**config.mk**
```make
export PLATFORM = sky130hd
export DESIGN_NAME = mem_arbiter2
export DESIGN_NICKNAME = d
export VERILOG_FILES = /design/src/rtl/mem_arbiter2.sv
export SDC_FILE = /design/constraint.sdc
export NUM_CORES = 1
export LEC_CHECK = 0
export CELL_PAD_IN_SITES_DETAIL_PLACEMENT = 2
export CELL_PAD_IN_SITES_GLOBAL_PLACEMENT = 2
export CORE_MARGIN = 2
export CORE_UTILIZATION = 10
export DETAILED_ROUTE_END_ITERATION = 10
export GPL_TIMING_DRIVEN = 0
export PLACE_DENSITY = 0.95
export RECOVER_POWER = 50
export SLEW_MARGIN = 0
export SYNTH_ARGS = -nofsm -noshare
export SYNTH_HDL_FRONTEND = slang
export SYNTH_SLANG_ARGS = --single-unit
```
**constraint.sdc**
```tcl
create_clock -name clk -period 1.15 [get_ports clk]
set_input_delay 0.2875 -clock clk [delete_from_list [all_inputs] [get_ports clk]]
set_output_delay 0.2875 -clock clk [all_outputs]
set_load 0.02 [all_outputs]
```
**src/rtl/mem_arbiter2.sv**
```systemverilog
// Two-master round-robin arbiter for the PicoRV32 native memory interface.
// Optional watchdog abort when MEMARB_TIMEOUT_EN is defined.
module mem_arbiter2 #(
  parameter int FIXED_PRIO = 0,
  parameter int TIMEOUT    = 1024
) (
  input  logic        clk,
  input  logic        resetn,
  input  logic [1:0]  m_mem_valid,
  input  logic [1:0]  m_mem_instr,
  input  logic [63:0] m_mem_addr,
  input  logic [63:0] m_mem_wdata,
  input  logic [7:0]  m_mem_wstrb,
  output logic [1:0]  m_mem_ready,
  output logic [31:0] m_mem_rdata,
  output logic        s_mem_valid,
  output logic        s_mem_instr,
  output logic [31:0] s_mem_addr,
  output logic [31:0] s_mem_wdata,
  output logic [3:0]  s_mem_wstrb,
  input  logic        s_mem_ready,
  input  logic [31:0] s_mem_rdata,
  output logic        busy,
  output logic        owner,
  output logic        timeout_err
);

  // Handshake: a transaction completes in the cycle where s_mem_valid and
  // s_mem_ready are both high; m_mem_ready mirrors that to the owner only.
  typedef enum logic {IDLE = 1'b0, BUSY = 1'b1} state_e;

  state_e     state_q, state_d;
  logic       owner_q, owner_d;
  logic       last_q, last_d;
  logic       owner_valid;
  logic       complete;
  logic       timeout_hit;
  logic [1:0] ready_onehot;

`ifdef MEMARB_TIMEOUT_EN
  localparam logic [15:0] TIMEOUT_LAST = 16'(TIMEOUT - 1);
  logic [15:0] cnt_q, cnt_d;

  // Held at zero while idle so the first BUSY cycle starts the count at 0.
  always_comb begin
    cnt_d = cnt_q;
    if (state_q == IDLE)  cnt_d = '0;
    else if (!s_mem_ready) cnt_d = cnt_q + 16'd1;
  end

  always_ff @(posedge clk or negedge resetn) begin
    if (!resetn) cnt_q <= '0;
    else         cnt_q <= cnt_d;
  end

  assign timeout_hit = (state_q == BUSY) && owner_valid && !s_mem_ready &&
                       (cnt_q == TIMEOUT_LAST);
`else
  assign timeout_hit = 1'b0;
`endif

  assign owner_valid  = m_mem_valid[owner_q];
  assign complete     = (state_q == BUSY) && owner_valid && s_mem_ready;
  assign ready_onehot = owner_q ? 2'b10 : 2'b01;

  assign m_mem_ready  = (complete || timeout_hit) ? ready_onehot : 2'b00;
  assign m_mem_rdata  = timeout_hit ? 32'h0 : s_mem_rdata;
  assign s_mem_valid  = (state_q == BUSY) && owner_valid && !timeout_hit;
  assign busy         = (state_q == BUSY);
  assign owner        = owner_q;
  assign timeout_err  = timeout_hit;

  // Only the owner's fields ever reach the memory side.
  always_comb begin
    s_mem_instr = 1'b0;
    s_mem_addr  = '0;
    s_mem_wdata = '0;
    s_mem_wstrb = '0;
    if (state_q == BUSY) begin
      s_mem_instr = m_mem_instr[owner_q];
      s_mem_addr  = owner_q ? m_mem_addr[63:32]  : m_mem_addr[31:0];
      s_mem_wdata = owner_q ? m_mem_wdata[63:32] : m_mem_wdata[31:0];
      s_mem_wstrb = owner_q ? m_mem_wstrb[7:4]   : m_mem_wstrb[3:0];
    end
  end

  always_comb begin
    state_d = state_q;
    owner_d = owner_q;
    last_d  = last_q;
    case (state_q)
      IDLE: begin
        if (m_mem_valid != 2'b00) begin
          state_d = BUSY;
          if (m_mem_valid == 2'b11) owner_d = (FIXED_PRIO != 0) ? 1'b0 : ~last_q;
          else                      owner_d = m_mem_valid[1];
        end
      end
      BUSY: begin
        // A dropped request abandons the grant without touching priority.
        if (!owner_valid) begin
          state_d = IDLE;
        end else if (complete || timeout_hit) begin
          state_d = IDLE;
          last_d  = owner_q;
        end
      end
      default: state_d = IDLE;
    endcase
  end

  always_ff @(posedge clk or negedge resetn) begin
    if (!resetn) begin
      state_q <= IDLE;
      owner_q <= 1'b0;
      last_q  <= 1'b1;
    end else begin
      state_q <= state_d;
      owner_q <= owner_d;
      last_q  <= last_d;
    end
  end

endmodule

```
==> metrics.log <==
[report] implementation figures
[metrics] result of the run: finished, violations left
[metrics] failing checks: negative setup slack
[metrics] total routed wirelength: 10900 um
[metrics] commonest non-fill, non-tap cells in the layout: sky130_fd_sc_hd__clkdlybuf4s50_1 (139), sky130_fd_sc_hd__buf_4 (46), sky130_fd_sc_hd__mux2i_1 (43), sky130_fd_sc_hd__nor2_1 (42), sky130_fd_sc_hd__dlygate4sd2_1 (34)
[metrics] class of the tightest hold or removal check: input pin to async pin
[metrics] logic share of the area: 28.0%
[metrics] Top delay family on crit path: buffers and inverters
[metrics] FILL cells: 1718
[metrics] final critical-path setup slack: -0.611 ns
[metrics] Power Dens Cells: 1640 nW/um^2
[metrics] syn_nets: 378
[metrics] signal arrival time at the worst endpoint: 1.47 ns
[metrics] final cycle utilization of the critical path: 153%
[metrics] Leading cell kind: non-clock buffers
[metrics] Non-CTS buffers: 312
[metrics] predominant post-synthesis flop cell: sky130_fd_sc_hd__dfrtp_1
[metrics] post-synthesis to final-layout area growth: 203%
[metrics] number of multi-input logic gates: 151
[metrics] setup violation total in the final timing report: 76
[metrics] first-pass detailed-route iteration total: 3
[metrics] horizontal die dimension: 129 um
[metrics] biggest area consumer among synthesized cells: sky130_fd_sc_hd__mux2i_1
[metrics] pin count of the biggest net entering global routing: 11
[metrics] relative contribution of combinational cells to total power: 89.9%
[metrics] H-tree lvl count: 1
[metrics] I/O Pins: 282
[metrics] Register-to-Register Setup Slack: -0.17 ns
[metrics] count of maximum capacitance violations: 0
[metrics] maximum count of clock buffers along a single path: 2
[metrics] total routing resource utilization after global routing: 11.3%
[metrics] Setup crit end kind: output port
[metrics] number of standard cells after synthesis: 203
[metrics] most instantiated logic cell after routing: sky130_fd_sc_hd__clkdlybuf4s50_1
[metrics] type of element launching the critical path: register
[metrics] terminus of the critical flop-to-flop path: busy$_DFF_PN0_
[metrics] Critical Path Slowest Stage Cell: sky130_fd_sc_hd__dfrtp_2
[metrics] Yosys top cell by instances: sky130_fd_sc_hd__nor2_1
[metrics] number of antenna-violating nets in the routed design: 0
[metrics] proportion of register bits with asynchronous set or reset after synthesis: 100%
[metrics] Worst setup startpoint: owner$_DFFE_PN0P_
[metrics] biggest area contributors in the synthesized netlist: sky130_fd_sc_hd__mux2i_1 (45%), sky130_fd_sc_hd__nor2_1 (17%), sky130_fd_sc_hd__buf_4 (16%)
[metrics] die height: 129 um
[metrics] layout net count: 647
[metrics] number of failing hold endpoints at the final stage: 0
[metrics] distinct cell type count after synthesis: 18
[metrics] number of buffers added by the clock tree synthesis step: 3
[metrics] Post-route DRC: 0
[metrics] P_leak: 2.16 nW
[metrics] clk_lat worst skew: 0.23 ns
[metrics] sum of buffers and inverters on the critical path: 3
[metrics] Critical Path End: s_mem_addr[13]
[metrics] shortest clock period the worst path allows after layout: 1.76 ns
[metrics] antenna fix cells: 0
[metrics] Largest stage delay, worst path: 0.42 ns
[metrics] area enclosed by the die boundary: 16500 sq um
[metrics] DPL Wire Length: 9010 um
[metrics] cells in synth_stat.txt: 203
[metrics] via count of the first global-routing pass: 2881
==> cell families (layout without fill, tap and decap cells) <==
| family | count (synthesis) | after routing | share of synthesized area [%] |
|---|---|---|---|
| buffers and inverters | 49 | 317 | 28.3 |
| and+or+nand+nor | 77 | 77 | 20.0 |
| muxes | 70 | 70 | 45.1 |
| AOI/OAI and AO/OA | 3 | 3 | 1.45 |
| other | 1 | 1 | 0.242 |
| DFF | 3 | 3 | 4.92 |
==> repair_timing <==
| action | in CTS | in global routing |
|---|---|---|
| hold buffers | 0 | 0 |
| endpoints found under the setup margin | 107 | 75 |
| setup buffers | 2 | 6 |
| gates cloned | 0 | 8 |
| gates resized | 292 | 156 |
| pin swaps | 0 | 3 |
==> metrics by stage <==
step	area [sq um]	cells	TNS (ns)	worst slack [ns]	power, mW
2_1_floorplan	1640	203	-18.59	-0.302	3.70
6_report	4700	659	-39.10	-0.611	7.70
3_5_place_dp	4360	639	-65.78	-0.980	6.24
3_3_place_gp	4360	639	-62.61	-0.927	6.08
5_1_grt	4700	659	-44.01	-0.687	8.16
4_1_cts	4330	645	-42.70	-0.731	6.53
==> power by group through the flow <==
stage          Sequential [mW]  Clock [mW]  Combinational [mW]
6_report                 0.221       0.557                6.92
5_1_grt                  0.227       0.578                7.36
4_1_cts                  0.214       0.569                5.75
3_5_place_dp             0.210           0                6.03
2_1_floorplan            0.231           0                3.47
3_3_place_gp             0.205           0                5.88
==> routing by layer <==
layer / track usage, % / up-vias / share of wire, %
li1: - / 1185 / -
met1: 10.7 / 1173 / 33
met2: 22.7 / 173 / 55
met3: 4.49 / 16 / 10
met4: 2.81 / 2 / 1.7
met5: 0 / - / 0.11
==> registers in the layout (all words and copies together), names as in the netlist <==
register and cells:
last_q 1, owner 1, busy 1
Fig. 1: signal wires by layer
Drawn at 3 px/um. Two of the layers only.
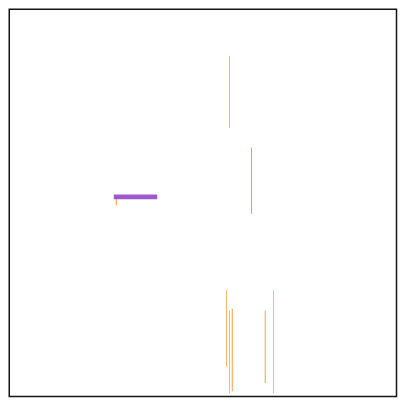
purple -> metal 5  # wire length 12.9 um
orange -> metal 4  # wire length 186 um

Fig. 2: M1 wires
Drawn at 3 px/um. Supply wires on this layer in gray.
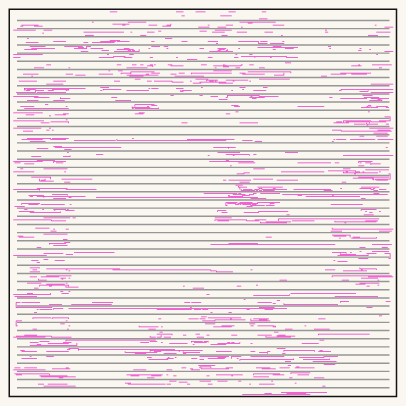
wire length on this layer = 3570 um
longest straight run = 72.7 um
main direction = horizontal
share of all routed wire = 33%

Fig. 3: routing congestion map
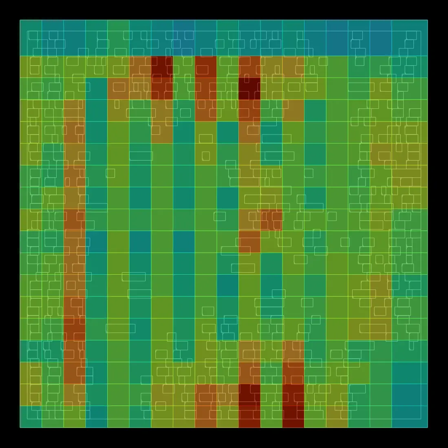
routed wire length per instance: 16.5 um
Most Crowded Layer GR: met2
Global Route met2 Usage: 22.7%

Fig. 4: gate families picked out
Drawn at 4 px/um.
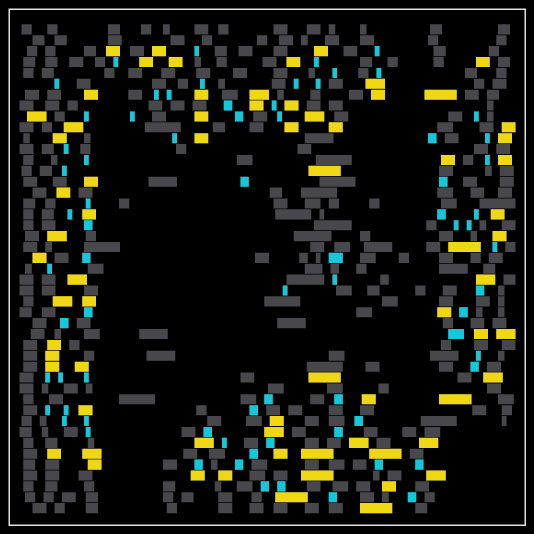
cyan -> NOR gates  # cells 73, where all over the die
yellow -> multiplexers  # cells 70, where all over the die

Fig. 5: close-up of the layout
Window x 49 to 79, y 75 to 105 um. Cells in gray, sequential cells in the stronger gray; small squares are vias.
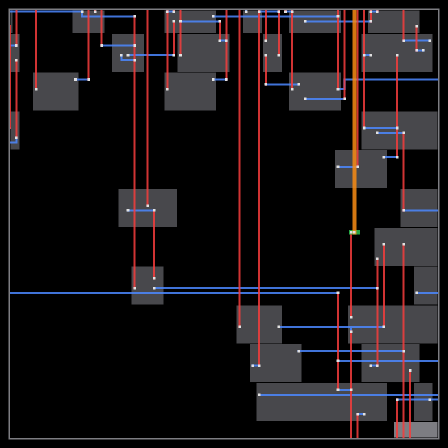
orange -> metal 4
red -> metal 2
green -> metal 3
blue -> metal 1
most frequent = clkdlybuf4s50_1 (5), nor2_2 (3), mux2i_1 (3)
sequential cells in the window = 0
cells with their middle in the window = 23

No activity file was given, so power comes from the tool's default toggle rates.
